## src/rtl/fetch_pkg.sv

```systemverilog
// Shared constants and types for the instruction-fetch stage.
package fetch_pkg;

  localparam int          INSTR_W        = 32;
  localparam int          PC_W           = 64;
  localparam logic [2:0]  PC_INC         = 3'd4;
  localparam logic [1:0]  ALIGN_LOW_MASK = 2'b11;

  typedef struct packed {
    logic [PC_W-1:0]    pc;
    logic [INSTR_W-1:0] instr;
  } if_id_t;

endpackage

```

## src/rtl/fetch_stage_flopr.sv

```systemverilog
// Resettable register with a parameterizable asynchronous reset value.
module flopr #(
  parameter int               WIDTH     = 64,
  parameter logic [WIDTH-1:0] RESET_VAL = '0
) (
  input  logic             clk,
  input  logic             reset,
  input  logic [WIDTH-1:0] d,
  output logic [WIDTH-1:0] q
);

  always_ff @(posedge clk or posedge reset) begin
    if (reset) begin
      q <= RESET_VAL;
    end else begin
      q <= d;
    end
  end

endmodule

```

## src/rtl/fetch_stage.sv

```systemverilog
// Instruction-fetch stage: PC register, next-PC selection and the IF/ID
// handshake register with flush and a retired-fetch counter.
module fetch_stage
  import fetch_pkg::*;
#(
  parameter int           N        = 64,
  parameter logic [N-1:0] RESET_PC = '0,
  parameter int           CNT_W    = 32
) (
  input  logic               clk,
  input  logic               reset,
  output logic [N-1:0]       imem_addr,
  input  logic [INSTR_W-1:0] imem_rdata,
  input  logic               branch_taken,
  input  logic [N-1:0]       branch_target,
  output logic               out_valid,
  input  logic               out_ready,
  output logic [N-1:0]       out_pc,
  output logic [INSTR_W-1:0] out_instr,
  output logic [CNT_W-1:0]   fetch_count
);

  logic [N-1:0]     w_pc;
  logic [N-1:0]     w_pc_next;
  logic [N-1:0]     w_target;
  logic             w_adv;
  logic             w_fire;
  logic             r_valid;
  if_id_t           r_if_id;
  logic [CNT_W-1:0] r_count;

  flopr #(
    .WIDTH     (N),
    .RESET_VAL (RESET_PC)
  ) u_pc_reg (
    .clk   (clk),
    .reset (reset),
    .d     (w_pc_next),
    .q     (w_pc)
  );

  assign w_target = branch_target & ~N'(ALIGN_LOW_MASK);
  assign w_adv    = ~r_valid | out_ready;
  assign w_fire   = r_valid & out_ready;

  // Next PC: redirect wins over sequential advance; a stall holds the PC.
  always_comb begin
    w_pc_next = w_pc;
    if (branch_taken) begin
      w_pc_next = w_target;
    end else if (w_adv) begin
      w_pc_next = w_pc + N'(PC_INC);
    end else begin
      w_pc_next = w_pc;
    end
  end

  always_ff @(posedge clk or posedge reset) begin
    if (reset) begin
      r_valid <= 1'b0;
      r_if_id <= '0;
    end else if (branch_taken) begin
      r_valid <= 1'b0;
    end else if (w_adv) begin
      r_valid       <= 1'b1;
      r_if_id.pc    <= PC_W'(w_pc);
      r_if_id.instr <= imem_rdata;
    end else begin
      r_valid <= r_valid;
    end
  end

  // Counts consumer handshakes, including one coinciding with a flush.
  always_ff @(posedge clk or posedge reset) begin
    if (reset) begin
      r_count <= '0;
    end else if (w_fire) begin
      r_count <= r_count + CNT_W'(1);
    end else begin
      r_count <= r_count;
    end
  end

  assign imem_addr   = w_pc;
  assign out_valid   = r_valid;
  assign out_pc      = r_if_id.pc[N-1:0];
  assign out_instr   = r_if_id.instr;
  assign fetch_count = r_count;

endmodule

```

## config.mk

```make
export PLATFORM = sky130hd
export DESIGN_NAME = fetch_stage
export DESIGN_NICKNAME = d
export VERILOG_FILES = /design/src/rtl/fetch_pkg.sv /design/src/rtl/fetch_stage_flopr.sv /design/src/rtl/fetch_stage.sv
export SDC_FILE = /design/constraint.sdc
export NUM_CORES = 1
export LEC_CHECK = 0
export CORE_ASPECT_RATIO = 0.75
export CORE_MARGIN = 1.5
export CORE_UTILIZATION = 46
export CTS_CLUSTER_DIAMETER = 100
export DETAILED_ROUTE_END_ITERATION = 8
export PLACE_DENSITY = 0.81
export SYNTH_ARGS = -nofsm -noshare
export SYNTH_HDL_FRONTEND = slang
export SYNTH_SLANG_ARGS = --single-unit
```

## constraint.sdc

```tcl
create_clock -name clk -period 7.6 [get_ports clk]
set_clock_uncertainty 0.15 [all_clocks]
set_input_delay 1.52 -clock clk [delete_from_list [all_inputs] [get_ports clk]]
set_output_delay 1.52 -clock clk [all_outputs]
set_load 0.02 [all_outputs]
```

==> run notes, run 1 <==
run results: worst stage delay on the critical path=about 0.70 ns, Synth logic family=simple AND/OR/NAND/NOR gates, cells after synthesis=748, Max Clock Freq=approximately 230 MHz, status=completed, most instantiated logic cells after routing=285 x clkdlybuf4s50_1, 189 x dfrtp_1, 96 x mux2_2, hold_sp=fetch_count[31], top_reg_cell synth=dfrtp_1, top power group=sequential cells, crit share post-route=approximately 57%, CTS Sinks=about 190, maximum vdd drop=~170 uV, CP Cell Sequence=clkdlybuf4s50_1 > nand2b_1 > and4_1 > nand4_1 > or4_1 > a31oi_1, post-synthesis adder-cell area fraction=0.2936%, Top Ports=293, Largest cell class=flip-flops and latches, Critical Path AT=4.49 ns, RePlAce Congestion=~0.76, GR Layer Usage met3=under 10%, clock power share=between 30 and 40%, area delta synth->final=43.06%, Sw Ratio=just over 30%, hpwl dp=about 16 mm, final hold violations=0, pre-CTS setup slack=2.854 ns, Final ANT Viol Nets=0, xor+xnor area frac=between 6 and 7%, met1 Track Usage GR=between 30% and 40%
==> run_1/layers.png <==
Drawn at 3 px/um.
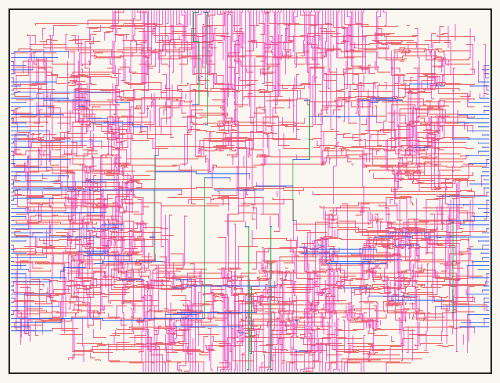
[magenta] M2 | wire length: 10700 um
[green] M4 | wire length: 340 um
[red] M1 | wire length: 10000 um
[blue] M3 | wire length: 1620 um
GRT Util Overall: 23.88%
post-DR wirelength/cell: 17.76 um
final wirelength: 22.71 mm
vias: 6945

==> run_1/m4.png <==
Drawn at 4 px/um. Supply wires on this layer in grey.
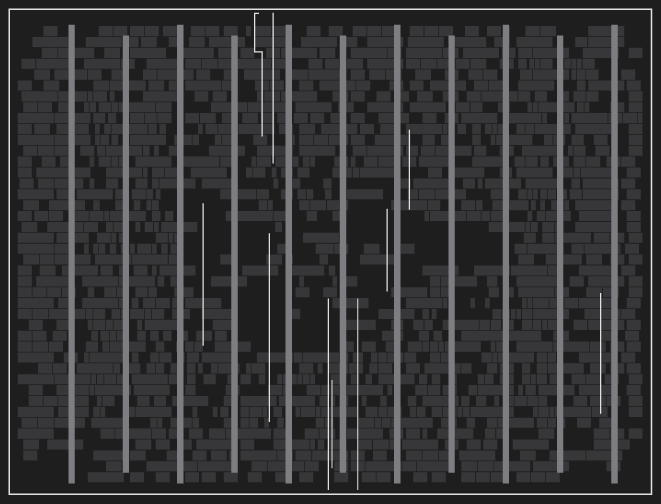
longest straight run: 47.6 um
main direction: vertical
wire length on this layer: 340 um
share of all routed wire: 1.5%
nets with wire on the layer: 8

==> run_1/util_map.png <==
Drawn at 2 px/um. The die is cut into 16 by 12 equal tiles; white is low, dark blue is high, 0 to 100% covered.
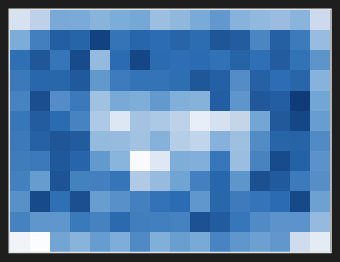
emptiest ninth of the die: centre
mean over tiles: 61%
tiles over 75% full: 30%
nearly empty tiles: 0.50%
fullest tile: 95%
post-layout util: 68.24%
Pre-Place Util: 47.70%
core region area: 17870 um^2

==> run_1/clock_nets.png <==
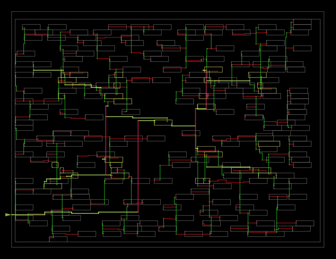

## Run 2: what changed since run 1
==> constraint.sdc (replaced) <==
create_clock -name clk -period 4.5 [get_ports clk]
set_clock_uncertainty 0.15 [all_clocks]
set_input_delay 0.9 -clock clk [delete_from_list [all_inputs] [get_ports clk]]
set_output_delay 0.9 -clock clk [all_outputs]
set_load 0.02 [all_outputs]
==> run_2/clock_nets.png <==
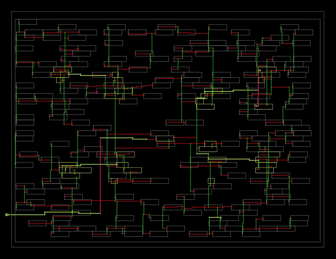
Seq cells: 189
CTS Sinks: 189

==> run 2 against run 1 <==
Total power is 71% higher. Synthesized cell count stayed put. Sequential power is 69% higher. Sequential share of layout area is 0.33 points lower. Clock power is 75% higher. Die area stayed put. Via count is 0.96% lower. Area after synthesis stayed put. Sequential cell count stayed put. Worst setup slack worse by 2.3 ns. Critical path depth stayed put. Global-route usage is 0.53 points higher. Critical path type unchanged. Largest power group unchanged. Highest routed layer unchanged.
==> run notes, run 2 <==
run results: Inst Count DP=about 1.3k, RePlAce Congestion=roughly 0.80, initial antenna violation count=1, Critical Path RT=~4.7 ns, met1 Track Usage GR=between 30% and 40%, final hold violations=0, Sw Ratio=30.05%, xor+xnor area frac=under 10%, Area after DPL=11660 um^2, hpwl dp=16.50 mm, GR Layer Usage met3=between 6 and 7%, post-synthesis adder-cell area fraction=less than 1%, maximum vdd drop=around 250 uV, tool warnings=28, status=completed, Max Clock Freq=about 280 MHz, Hold-fix buffers, CTS=0, Final ANT Viol Nets=0, cell with the most instances after synthesis=dfrtp_1, most instantiated logic cells after routing=285 x clkdlybuf4s50_1, 189 x dfrtp_1, 96 x mux2_2, Synth logic family=simple AND/OR/NAND/NOR gates, post-layout util=around 69%, cells after synthesis=748, combinational cell fraction of total power=around 24%, clock power share=about 33%, diode count=1, pre-CTS setup slack=between 0.6 and 0.7 ns, crit share post-route=between 70% and 80%, top power group=sequential cells, Top cell area share=55.50%, CP Cell Sequence=clkdlybuf4s50_1 > nand2b_1 > and4_1 > nand4_1 > or4_1 > a31oi_1, post-DR wirelength/cell=between 15 and 20 um, CP max-delay cell=or4_1, Pre-Place Util=approximately 48%, hold_sp=fetch_count[31], Top Ports=slightly below 300, Crit. path cell count=6, Critical Path AT=3.71 ns, Worst Setup SP=out_ready, GR Layer Usage met2=39.46%, area delta synth->final=44.30%
==> run_2/m4.png <==
Drawn at 4 px/um. Supply wires on this layer in grey.
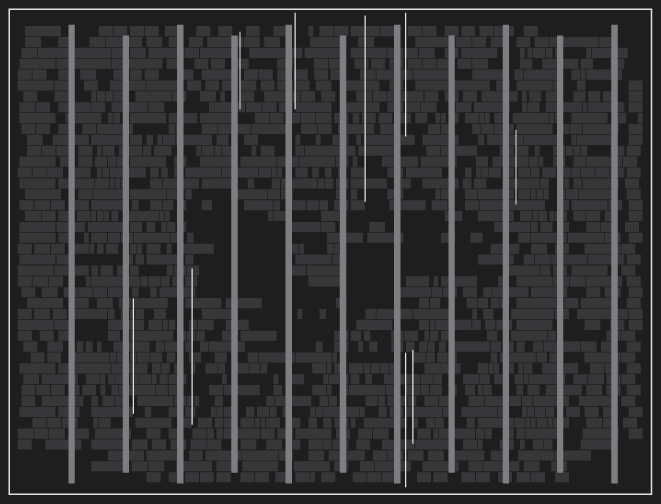
wire length on this layer: 262 um
main direction: vertical
longest straight run: 46.2 um
nets with wire on the layer: 9
final wirelength: 23.26 mm
vias: 6878

==> run_2/util_map.png <==
Drawn at 2 px/um. The die is cut into 16 by 12 equal tiles; white is low, dark blue is high, 0 to 100% covered.
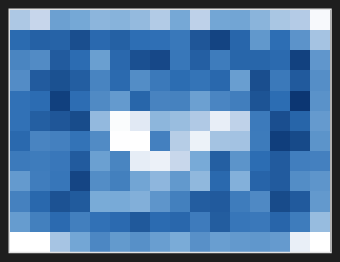

## Run 3: what changed since run 2
==> constraint.sdc (replaced) <==
create_clock -name clk -period 3.4 [get_ports clk]
set_clock_uncertainty 0.15 [all_clocks]
set_input_delay 0.68 -clock clk [delete_from_list [all_inputs] [get_ports clk]]
set_output_delay 0.68 -clock clk [all_outputs]
set_load 0.02 [all_outputs]
==> run_3/util_map.png <==
Drawn at 2 px/um. The die is cut into 16 by 12 equal tiles; white is low, dark blue is high, 0 to 100% covered.
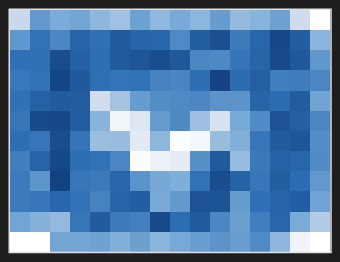
tiles over 75% full: 32%
mean over tiles: 62%
emptiest ninth of the die: centre
fullest tile: 93%
nearly empty tiles: 2.6%
post-layout util: 69.24%

==> run_3/clock_nets.png <==
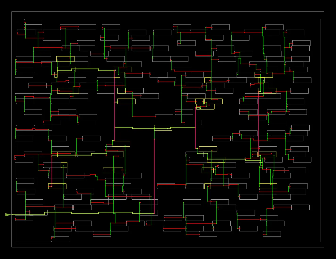
Clock Power: 0.00198 W
Inserted Clock Buffers: 17

==> run 3 against run 2 <==
Area after synthesis unchanged. Combinational power grew 35%. Via count up 2.2%. Sequential power up 32%. Largest cell class unchanged. Die area stayed put. Worst setup slack worse by 0.56 ns. Routed wire length grew 0.77%. Highest routed layer unchanged. Clock-buffer cell count is 1 higher. Critical path depth stayed put. Final area grew 0.60%.
==> run notes, run 3 <==
run results: status=completed, xor+xnor area frac=6.578%, final hold violations=0, Critical Path RT=around 3.6 ns, pre-CTS setup slack=-0.01277 ns, Pre-Place Util=47.70%, Largest cell class=flip-flops and latches, Final ANT Viol Nets=0, Sw Ratio=between 30% and 40%, final wirelength=~23 mm, clock power share=31.1%, most instantiated logic cells after routing=285 x clkdlybuf4s50_1, 189 x dfrtp_1, 96 x mux2_2, Synth logic family=simple AND/OR/NAND/NOR gates, RePlAce Congestion=between 0.8 and 0.9, Top Ports=293, CP max-delay cell=or4_4, cell with the most instances after synthesis=dfrtp_1, GR Layer Usage met2=38.83%, Crit. path cell count=6, layout cells sized above 1=between 10% and 20%, Worst Tran Pin Value=between 0.8 and 0.9 ns, CP Cell Sequence=clkdlybuf4s50_1 > and2b_4 > or3_4 > or4_4 > or4_1 > a31oi_1, initial antenna violation count=2, fraction of area in registers=a little under two fifths, worst stage delay on the critical path=roughly 0.66 ns, Max Clock Freq=335.2 MHz, post-DR wirelength/cell=18.03 um, post-synthesis adder-cell area fraction=0.2936%, Hold-fix buffers, CTS=0, Seq cells=189, met1 Track Usage GR=about a third, combinational cell fraction of total power=25.0%, Inst Count DP=~1.3k, CTS clk-pin slew, worst paths=around 0.080 ns, Worst Setup SP=out_ready, hpwl dp=around 17 mm, area delta synth->final=45.16%, cells after synthesis=748, top power group=sequential cells, Area after DPL=11780 um^2, maximum vdd drop=approximately 300 uV, top_reg_cell synth=dfrtp_1, GR Layer Usage met3=5.913%, CTS Sinks=roughly 190, met3 routed WL=around 1.6 mm, vias=between 7k and 8k, diode count=2
Power figures rest on the tool's default switching activity, not on a simulated workload.
